--- src/rtl/r32i_pkg.sv ---
// Shared RV32I decode definitions: ALU function codes, major opcodes and the
// decoded control word passed from decode to execute.
package r32i_pkg;

    localparam int unsigned DATAW = 32;

    typedef logic [3:0] alu_code_t;

    localparam alu_code_t ALU_ADD  = 4'd0;
    localparam alu_code_t ALU_SLT  = 4'd1;
    localparam alu_code_t ALU_SLTU = 4'd2;
    localparam alu_code_t ALU_AND  = 4'd3;
    localparam alu_code_t ALU_OR   = 4'd4;
    localparam alu_code_t ALU_XOR  = 4'd5;
    localparam alu_code_t ALU_SLL  = 4'd6;
    localparam alu_code_t ALU_SRL  = 4'd7;
    localparam alu_code_t ALU_SRA  = 4'd8;
    localparam alu_code_t ALU_CPY  = 4'd9;
    localparam alu_code_t ALU_SUB  = 4'd10;

    localparam logic [6:0] OPC_OP    = 7'b0110011;
    localparam logic [6:0] OPC_OPIMM = 7'b0010011;
    localparam logic [6:0] OPC_LUI   = 7'b0110111;
    localparam logic [6:0] OPC_AUIPC = 7'b0010111;
    localparam logic [6:0] OPC_LOAD  = 7'b0000011;
    localparam logic [6:0] OPC_STORE = 7'b0100011;

    localparam logic [6:0] FUNCT7_BASE = 7'b0000000;
    localparam logic [6:0] FUNCT7_ALT  = 7'b0100000;

    typedef struct packed {
        alu_code_t        alu_code;
        logic [4:0]       rs1;
        logic [4:0]       rs2;
        logic [4:0]       rd;
        logic [DATAW-1:0] imm;
        logic             a_sel;
        logic             b_sel;
        logic             reg_write;
        logic             illegal;
    } decoded_t;

    // alt selects SUB/SRA over ADD/SRL (instr[30] for register ops)
    function automatic alu_code_t funct3_alu(input logic [2:0] funct3, input logic alt);
        alu_code_t code;
        case (funct3)
            3'b000:  code = alt ? ALU_SUB : ALU_ADD;
            3'b001:  code = ALU_SLL;
            3'b010:  code = ALU_SLT;
            3'b011:  code = ALU_SLTU;
            3'b100:  code = ALU_XOR;
            3'b101:  code = alt ? ALU_SRA : ALU_SRL;
            3'b110:  code = ALU_OR;
            default: code = ALU_AND;
        endcase
        return code;
    endfunction

endpackage

--- src/rtl/decode_comb_r32i.sv ---
// Combinational RV32I instruction decoder: raw instruction to control word.
module decode_comb_r32i
    import r32i_pkg::*;
(
    input  logic [DATAW-1:0] instr,
    output decoded_t         dec
);

    logic [6:0]       opcode;
    logic [2:0]       funct3;
    logic [6:0]       funct7;
    logic [DATAW-1:0] i_imm;
    logic [DATAW-1:0] s_imm;
    logic [DATAW-1:0] u_imm;
    logic [DATAW-1:0] shamt;
    logic             legal;

    assign opcode = instr[6:0];
    assign funct3 = instr[14:12];
    assign funct7 = instr[31:25];
    assign i_imm  = {{20{instr[31]}}, instr[31:20]};
    assign s_imm  = {{20{instr[31]}}, instr[31:25], instr[11:7]};
    assign u_imm  = {instr[31:12], 12'b0};
    assign shamt  = {27'b0, instr[24:20]};

    always_comb begin
        dec          = '0;
        dec.rs1      = instr[19:15];
        dec.rs2      = instr[24:20];
        dec.rd       = instr[11:7];
        legal        = 1'b1;
        case (opcode)
            OPC_OP: begin
                dec.alu_code  = funct3_alu(funct3, funct7 == FUNCT7_ALT);
                dec.reg_write = 1'b1;
                legal = (funct7 == FUNCT7_BASE) ||
                        ((funct7 == FUNCT7_ALT) && (funct3 == 3'b000 || funct3 == 3'b101));
            end
            OPC_OPIMM: begin
                dec.alu_code  = funct3_alu(funct3, (funct3 == 3'b101) && (funct7 == FUNCT7_ALT));
                dec.b_sel     = 1'b1;
                dec.reg_write = 1'b1;
                dec.imm       = i_imm;
                if (funct3 == 3'b001) begin
                    dec.imm = shamt;
                    legal   = (funct7 == FUNCT7_BASE);
                end else if (funct3 == 3'b101) begin
                    dec.imm = shamt;
                    legal   = (funct7 == FUNCT7_BASE) || (funct7 == FUNCT7_ALT);
                end
            end
            OPC_LUI: begin
                dec.alu_code  = ALU_CPY;
                dec.b_sel     = 1'b1;
                dec.reg_write = 1'b1;
                dec.imm       = u_imm;
            end
            OPC_AUIPC: begin
                dec.alu_code  = ALU_ADD;
                dec.a_sel     = 1'b1;
                dec.b_sel     = 1'b1;
                dec.reg_write = 1'b1;
                dec.imm       = u_imm;
            end
            OPC_LOAD: begin
                dec.alu_code  = ALU_ADD;
                dec.b_sel     = 1'b1;
                dec.reg_write = 1'b1;
                dec.imm       = i_imm;
            end
            OPC_STORE: begin
                dec.alu_code  = ALU_ADD;
                dec.b_sel     = 1'b1;
                dec.imm       = s_imm;
            end
            default: legal = 1'b0;
        endcase

        // Illegal words still travel downstream, but as an inert ADD
        if (!legal) begin
            dec.alu_code  = ALU_ADD;
            dec.imm       = '0;
            dec.a_sel     = 1'b0;
            dec.b_sel     = 1'b0;
            dec.reg_write = 1'b0;
            dec.illegal   = 1'b1;
        end
        if (dec.rd == 5'd0) dec.reg_write = 1'b0;
    end

endmodule

--- src/rtl/decode_stage_r32i.sv ---
// Registered RV32I decode stage: combinational decode feeding a two-entry
// skid buffer with valid/ready handshakes on both sides.
module decode_stage_r32i
    import r32i_pkg::*;
#(
    parameter int unsigned dataW = 32
) (
    input  logic             clk,
    input  logic             rst,
    input  logic             in_valid,
    output logic             in_ready,
    input  logic [dataW-1:0] instr,
    input  logic [dataW-1:0] pc,
    output logic             out_valid,
    input  logic             out_ready,
    output alu_code_t        alu_code,
    output logic [4:0]       rs1,
    output logic [4:0]       rs2,
    output logic [4:0]       rd,
    output logic [dataW-1:0] imm,
    output logic             a_sel,
    output logic             b_sel,
    output logic             reg_write,
    output logic             illegal,
    output logic [dataW-1:0] pc_out
);

    typedef enum logic [1:0] {EMPTY, ONE, FULL} skid_state_t;

    skid_state_t      state, state_nx;
    decoded_t         dec, out_dec, skid_dec;
    logic [dataW-1:0] out_pc, skid_pc;
    logic             accept, xfer;
    logic             load_out_in, load_out_skid, load_skid;

    decode_comb_r32i u_decode (
        .instr (instr),
        .dec   (dec)
    );

    assign in_ready  = (state != FULL);
    assign out_valid = (state != EMPTY);
    assign accept    = in_valid & in_ready;
    assign xfer      = out_valid & out_ready;

    always_comb begin
        state_nx      = state;
        load_out_in   = 1'b0;
        load_out_skid = 1'b0;
        load_skid     = 1'b0;
        case (state)
            EMPTY: begin
                if (accept) begin
                    state_nx    = ONE;
                    load_out_in = 1'b1;
                end
            end
            ONE: begin
                case ({accept, xfer})
                    2'b10: begin
                        state_nx  = FULL;
                        load_skid = 1'b1;
                    end
                    2'b01:   state_nx    = EMPTY;
                    2'b11:   load_out_in = 1'b1;
                    default: state_nx    = ONE;
                endcase
            end
            FULL: begin
                if (xfer) begin
                    state_nx      = ONE;
                    load_out_skid = 1'b1;
                end
            end
            default: state_nx = EMPTY;
        endcase
    end

    always_ff @(posedge clk or posedge rst) begin
        if (rst) state <= EMPTY;
        else     state <= state_nx;
    end

    always_ff @(posedge clk or posedge rst) begin
        if (rst) begin
            out_dec  <= '0;
            out_pc   <= '0;
            skid_dec <= '0;
            skid_pc  <= '0;
        end else begin
            if (load_out_in) begin
                out_dec <= dec;
                out_pc  <= pc;
            end else if (load_out_skid) begin
                out_dec <= skid_dec;
                out_pc  <= skid_pc;
            end
            if (load_skid) begin
                skid_dec <= dec;
                skid_pc  <= pc;
            end
        end
    end

    assign alu_code  = out_dec.alu_code;
    assign rs1       = out_dec.rs1;
    assign rs2       = out_dec.rs2;
    assign rd        = out_dec.rd;
    assign imm       = out_dec.imm;
    assign a_sel     = out_dec.a_sel;
    assign b_sel     = out_dec.b_sel;
    assign reg_write = out_dec.reg_write;
    assign illegal   = out_dec.illegal;
    assign pc_out    = out_pc;

endmodule

--- config.mk ---
export PLATFORM = sky130hd
export DESIGN_NAME = decode_stage_r32i
export DESIGN_NICKNAME = d
export VERILOG_FILES = /design/src/rtl/r32i_pkg.sv /design/src/rtl/decode_comb_r32i.sv /design/src/rtl/decode_stage_r32i.sv
export SDC_FILE = /design/constraint.sdc
export NUM_CORES = 1
export LEC_CHECK = 0
export CORE_ASPECT_RATIO = 1.5
export CORE_MARGIN = 3
export CORE_UTILIZATION = 55
export CTS_CLUSTER_SIZE = 20
export DETAILED_ROUTE_END_ITERATION = 12
export PLACE_DENSITY = 0.94
export SYNTH_ARGS = -nofsm -noshare
export SYNTH_HDL_FRONTEND = slang
export SYNTH_SLANG_ARGS = --single-unit
export TNS_END_PERCENT = 50
--- constraint.sdc ---
create_clock -name clk -period 15.1 [get_ports clk]
set_clock_uncertainty 0.15 [all_clocks]
set_input_delay 1.51 -clock clk [delete_from_list [all_inputs] [get_ports clk]]
set_output_delay 1.51 -clock clk [all_outputs]
set_load 0.02 [all_outputs]
### Zoomed window, run 1

Window x 39 to 64, y 33 to 58 um. Cells in gray, sequential cells in the stronger gray; small squares are vias.
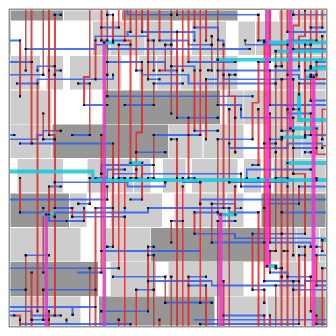
Key: cyan = metal 3; blue = metal 1; red = metal 2; magenta = metal 4
53 logic cells have their middle in the window. Netlist names of flops here include imm (2), skid_dec (2). Sequential cells in the window: 7. Most frequent: nand2_1 (7), dfrtp_1 (7), clkdlybuf4s50_1 (6).

### Track usage over the die, run 1

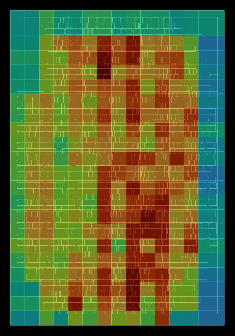
GRT Max-Usage Layer: met2
met2 GRT Util: 45.3%
Final Util: 72.6%
GR Util met3: 5.93%
GRT Resource Usage Total: 27.1%

==> deck_impl_summary.md, run 1 <==
Run Summary

CTS
  – Clk_lat worst skew: 0.43 ns
  – Clk root buf: clkbuf_16
  – H-tree levels: 4
  – Clock transition at path regs: 0.07 ns
  – Setup bufs post-CTS: 0
  – CTS tree: done
  – TritonCTS Buffers: 17
  – Clk buf depth: 2
  – Sink Count: 176
  – Post-CTS resize count: 0
  – Cts hold-fix bufs: 0

Routing
  – Antenna Nets Post-Route: 0
  – DR WL/cell: 19.1 um
  – Vias/cell: 6.01
  – TritonRoute pass-1 iters: 5
  – Starting DRT DRC Count: 455
  – Final Routed Wirelength: 19.8 mm
  – Routed via count: 6231
  – DRC: 0

Worst setup path
  – Crit path max-delay family: buffers and inverters
  – Worst path bufs/invs: 2
  – R2r worst-path depth: 7
  – Critical path data required time: 15.27 ns
  – Crit path kind: in2reg
  – Crit. End Element: register
  – Slowest-stage cell, CP: buf_4
  – Crit-path cells: clkdlybuf4s50_1 > nand2_1 > ha_1 > nand3b_1 > buf_4 > nor2_1 > a22o_2
  – CP peak stage delay: 0.93 ns
  – Arrival time at the worst endpoint: 4.49 ns
  – CP Max Fanout: 105
  – CP Launch Type: input port
  – RR Startpoint: state[1]
  – R2R setup slack: 11.56 ns
  – Critical R2R Capture: skid_dec[10]

Pwr
  – Switch share: 37.4%
  – Pwr/cell area: 200 mW/mm2
  – Pleak: 4.42 nW
  – Clk pwr share: 21.5%
  – Int Power: 1.23 mW
  – Worst VDD drop: 125 uV
  – Psw: 0.732 mW
  – Comb pwr share: 40.2%
  – Sequential power share: 38.3%

Global routing
  – Initial antenna violation count: 0
  – Vias in the first global route: 6408
  – First-pass GRT wire length: 32.1 mm
  – Total global routing overflow: 0
  – Largest net degree at the start of global routing: 106

Synthesis
  – Sequential element share of the synthesized area: 57.8%
  – Main area contributors: dfrtp_1, nand2_1, mux2_2, a22oi_1, a21oi_1
  – Cells in synth_stat.txt: 728
  – Synth Area per Inst: 10.5 um2
  – Synthesized instance count: 728
  – Largest area contributor in the netlist: dfrtp_1
  – Most used DFF post-synth: dfrtp_1
  – Syn_nets: 799
  – Yosys stat area: 0.00762 mm2
  – Synth warn: 0
  – Mapped cell area: 0.00762 mm2
  – Top-area cell share: 57.8%
  – Distinct lib cells: 52
  – Async set-reset flop share out of synthesis: 100%
  – #FFs+latches synth: 176
  – Post-synth EDFFs: 0

Die
  – Rows: 52
  – Die area: 0.0153 mm2
  – Core ar.: 0.0135 mm2
  – Ports: 157
  – Starting density of the core: 56.3%
  – Die Height: 150 um
  – Die W: 102 um

STA
  – Period minus WS final: 4.32 ns
  – RSZ-0062 raised after global routing: false
  – Final Hold Viols: 0
  – Least-Margin Pin Slew: 1.11 ns
  – Final worst slack: 10.78 ns
  – Tcrit/Tclk final: 28.6%
  – Fmax: 0.231 GHz
  – Setup tns final: 0 ns
  – Final setup viols: 0
  – Slew Limit Headroom: 26.0%
  – Final Max Slew Viols: 0

Place
  – Port bufs: 156
  – Final GP Congestion: 0.813
  – DP Area: 0.00926 mm2
  – Pre-CTS setup slack: 10.38 ns
  – Post-DP HPWL: 12.9 mm

Layout
  – Final Cell Area: 0.00983 mm2
  – Final Net Count: 932
  – Layout area overhead: 29.0%
  – # fillers: 921
  – Fraction of layout cells with a size suffix above 1: 12.1%
  – ANT cells: 0

Status
  – Run status: finished clean

Hold path
  – Hold Path Depth: 2
  – Hold endpoint: rd[4]
  – Hold Crit Start: rd[4]
  – HP Class: reg2reg

Run
  – OpenROAD warning count: 30
  – Max-Cap Viols: 0
### Sequential cells grouped by signal name, run 1

(2 px per um)
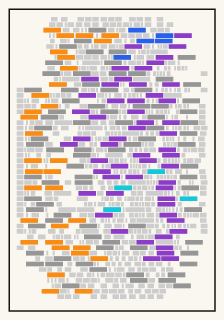
Key: purple = skid_dec [placed flops 55]; orange = pc_out [placed flops 32]; cyan = alu_code [placed flops 4]; blue = rs1 [placed flops 5]

## run 1: cell usage in the layout, fill, tap and decap left out, types with 5 or more instances in the layout
cell type / instances
and3_1: 32
mux2_2: 49
inv_1: 5
a21oi_1: 52
o21ai_0: 33
clkdlybuf4s50_1: 156
o22ai_1: 5
nor2_1: 15
and2b_2: 5
dfrtp_1: 176
a221o_1: 6
o31ai_1: 11
nand2_1: 178
a22o_1: 5
buf_4: 7
clkbuf_16: 17
a22oi_1: 50
## run 1: Yosys cell counts (all sizes together), types with 2 or more instances
cell,instances
nor2b,2
nor4,4
clkbuf,39
or2,2
a221o,7
a31oi,3
mux2,49
nor2,17
nand2b,2
o21ai,33
or3,4
nand2,178
o31ai,11
and2b,7
ha,3
nand3b,2
nand3,4
dfrtp,176
buf,8
o22ai,5
nor3,3
or4,2
a22o,6
a21oi,53
a22oi,50
mux2i,2
inv,6
a21o,2
and3,32
## run 1: metrics by stage
step	power [mW]	utilization [%]	std cells	hold WS [ns]
global route	2.07	72.6	1036	0.359
detailed placement	1.55	68.4	1004	0.311
floorplan	1.21	-	728	0.298
CTS	1.97	72.6	1036	0.329
global placement	1.51	68.4	1004	0.310
finish	1.96	72.6	1036	0.327
## run 1: per-layer routing
layer	GRT usage, %	share of wire [%]
met1	32.5	37
met2	45.3	53
met3	5.93	6.0
met4	14.1	4.4
met5	0	0
## run 1: worst max path at each step
| stage | from | to | depth (start not counted) |
|---|---|---|---|
| 2_1_floorplan | rst | a_sel | 1 |
| 3_3_place_gp | in_valid | skid_dec[10] | 7 |
| 3_5_place_dp | out_ready | skid_dec[10] | 7 |
| 4_1_cts | in_valid | skid_dec[10] | 7 |
| 5_1_grt | out_ready | skid_dec[10] | 7 |
| 6_report | out_ready | skid_dec[10] | 7 |
## run 1: power by group through the flow
stage               Combinational [mW]  Clock, mW  Sequential (mW)
floorplan                        0.361          0            0.850
global placement                 0.763          0            0.748
detailed placement               0.792          0            0.755
CTS                              0.795      0.426            0.751
global route                     0.858      0.446            0.770
finish                           0.789      0.422            0.751
## run 1: area by class of cell
cell class	instances	area [um2]	area share [%]
Tap cell	162	203	2.06
Multi-Input combinational cell	497	3010	30.6
Clock buffer	17	425	4.33
Sequential cell	176	4400	44.8
Inverter	6	27.5	0.280
Timing Repair Buffer	163	1610	16.4
Clock inverter	15	145	1.48
## run 1: sequential cells by signal, summed over array words and instances (netlist names), 2 cells and up
name and count:
alu_code 4, imm 32, pc_out 32, rd 5, rs1 5, rs2 5, skid_dec 55, skid_pc 32
state 2
## run 1: logic make-up after synthesis
logic type,synth area share [%]
xor+xnor,0.230
buf+inv,3.04
fa+ha+maj,0.493
simple gates,15.9
flops,57.8
mux,7.51
compound gates,15.0
## run 1: worst min-delay path, delay by kind of cell (launching register included)
family / cells / cell delay (ns)
flip-flops: 1 / 0.34
AND/OR/NAND/NOR: 2 / 0.10
### Selected gate families, run 1

(2 px per um)
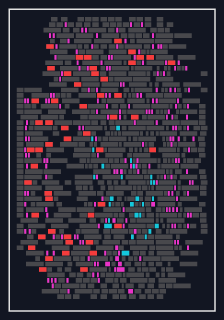

==> inputs of run 2 (changes only) <==
Settings changed: CORE_UTILIZATION 55 to 51, PLACE_DENSITY 0.94 to 0.89.
Clock period 15.1 ns to 4 ns, I/O delays scaled along.
### Selected gate families, run 2

(2 px per um)
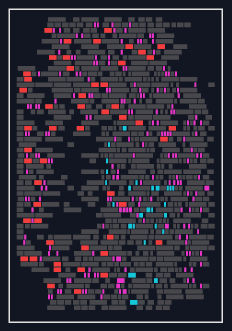
Key: red = multiplexers [cells 51]; magenta = NAND gates [cells 188, where widely spread]; cyan = NOR gates [cells 26]

### Track usage over the die, run 2

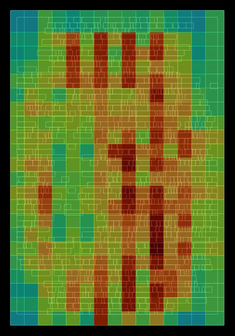
DR WL/cell: 18.6 um
GR Util met1: 30.0%

==> run 2 against run 1 <==
Effect of this change: utilization decreased by 4.3 points; flip-flop count unchanged; critical path depth increased by 3; critical path type is now reg2reg; register-to-register slack got worse by 10 ns.
==> deck_impl_summary.md, run 2 <==
Run Summary

Status
  – Run status: finished clean

Synthesis
  – Cells in synth_stat.txt: 728
  – Mapped cell area: 0.00762 mm2
  – Largest area contributor in the netlist: dfrtp_1
  – Synth Area per Inst: 10.5 um2
  – Post-synth EDFFs: 0
  – Syn_nets: 799
  – Top cells by count: nand2_1, dfrtp_1, a21oi_1, a22oi_1, mux2_2
  – Synth top cell by count: nand2_1
  – Top-area cell share: 57.8%
  – Distinct lib cells: 52
  – Synthesized instance count: 728
  – Async set-reset flop share out of synthesis: 100%

STA
  – Final Max Slew Viols: 0
  – Period minus WS final: 2.87 ns
  – RSZ-0062 raised after global routing: false
  – Setup tns final: 0 ns
  – Final setup viols: 0
  – Fmax: 0.348 GHz
  – Tcrit/Tclk final: 71.8%
  – Slew Limit Headroom: 39.1%

Worst setup path
  – Critical path data required time: 4.21 ns
  – Critical R2R Capture: pc_out[29]
  – R2r worst-path depth: 10
  – CP Max Fanout: 30
  – Crit. End Element: register
  – CP Launch Type: register
  – Crit path kind: reg2reg
  – RR Startpoint: state[1]

Layout
  – Fraction of layout cells with a size suffix above 1: 12.5%
  – Top logic cells by instance count in the layout: nand2_1, dfrtp_1, clkdlybuf4s50_1
  – ANT cells: 0
  – Top reg by flops: skid_dec
  – # fillers: 1049
  – Layout area overhead: 30.8%
  – Most numerous logic cell after layout: nand2_1
  – Final Net Count: 937

Routing
  – Antenna Nets Post-Route: 0
  – Final Routed Wirelength: 20.0 mm
  – TritonRoute pass-1 iters: 5
  – Vias/cell: 5.83

CTS
  – Sink Count: 176
  – Setup bufs post-CTS: 0
  – Clk root buf: clkbuf_16
  – Post-CTS resize count: 0
  – Cts hold-fix bufs: 0
  – H-tree levels: 4
  – Clk_lat worst skew: 0.43 ns
  – TritonCTS Buffers: 17
  – Clk buf depth: 2

Pwr
  – Tot Pwr: 7.52 mW
  – Pleak: 4.48 nW

Die
  – Die Height: 156 um
  – Die W: 106 um
  – Ports: 157
  – Rows: 54
  – Starting density of the core: 52.2%

Global routing
  – Vias in the first global route: 6314
  – Largest net degree at the start of global routing: 87
  – First-pass GRT wire length: 32.5 mm
  – Total global routing overflow: 0

Run
  – OpenROAD warning count: 28
  – Max-Cap Viols: 0

Place
  – Post-DP HPWL: 12.8 mm
## run 2: cell types whose count changed in the layout (fill, tap and decap cells not counted), sizes merged
| cell | change |
|---|---|
| inv | -2 |
| clkbuf | +2 |
| clkinvlp | -2 |
| buf | +5 |
| bufinv | +2 |
## run 2: kinds of logic after synthesis
logic type	synth area share, %
flops	57.8
simple gates	15.9
xor+xnor	0.230
mux	7.51
compound gates	15.0
buf+inv	3.04
fa+ha+maj	0.493
## run 2: worst max path at each step
stage                     cells after the start  slack (ns)  startpoint          end
after CTS                                    10        1.14    state[1]   pc_out[29]
final                                        10        1.13    state[1]   pc_out[29]
after detailed placement                      6        0.75   instr[26]  skid_dec[5]
after global placement                        6        0.91   instr[26]  skid_dec[7]
after global routing                         10        0.96    state[1]   pc_out[29]
after floorplan                               1        1.20         rst        a_sel
## run 2: critical path, stage by stage, from the launching register on
cell and delay, ns:
dfrtp_1 0.46, or2_2 0.34, nand2_1 0.13, inv_1 0.06
ha_1 0.20, nand2_1 0.13, a21oi_4 0.09, nor2_4 0.66
buf_4 0.39, nand2_1 0.10, nand2_1 0.09
## run 2: cell type report
class	count	share of cell area (%)
clock inverter	13	1.52
timing repair buffer	168	16.9
inverter	6	0.264
multi-input combinational	497	30.2
sequential	176	44.2
clock buffer	19	4.44
tap	196	2.46
## run 2: routing by layer
metal	vias to the layer above	share of wire (%)	GRT usage (%)
met5	-	0	0
met4	0	4.0	11.5
met3	62	6.8	5.63
met2	267	52	42.2
met1	3102	37	30.0
li1	2839	-	-
## run 2: power by group
group | switching, mW | internal [mW] | leakage [nW] | total [mW]
clock | 0.739 | 0.953 | 0.295 | 1.69
combinational | 1.64 | 1.38 | 1.95 | 3.02
sequential | 0.364 | 2.45 | 2.23 | 2.81
## run 2: through the flow
step                      hold WS, ns  util (%)  instances  cell area [um2]
after floorplan                 0.298         -        728             7620
after global placement          0.309      64.2       1043             9370
after detailed placement        0.311      64.2       1043             9370
after CTS                       0.258      68.3       1075             9970
after global routing            0.283      68.3       1075             9970
final                           0.238      68.3       1075             9970
Power is estimated from default activity; no workload was simulated.
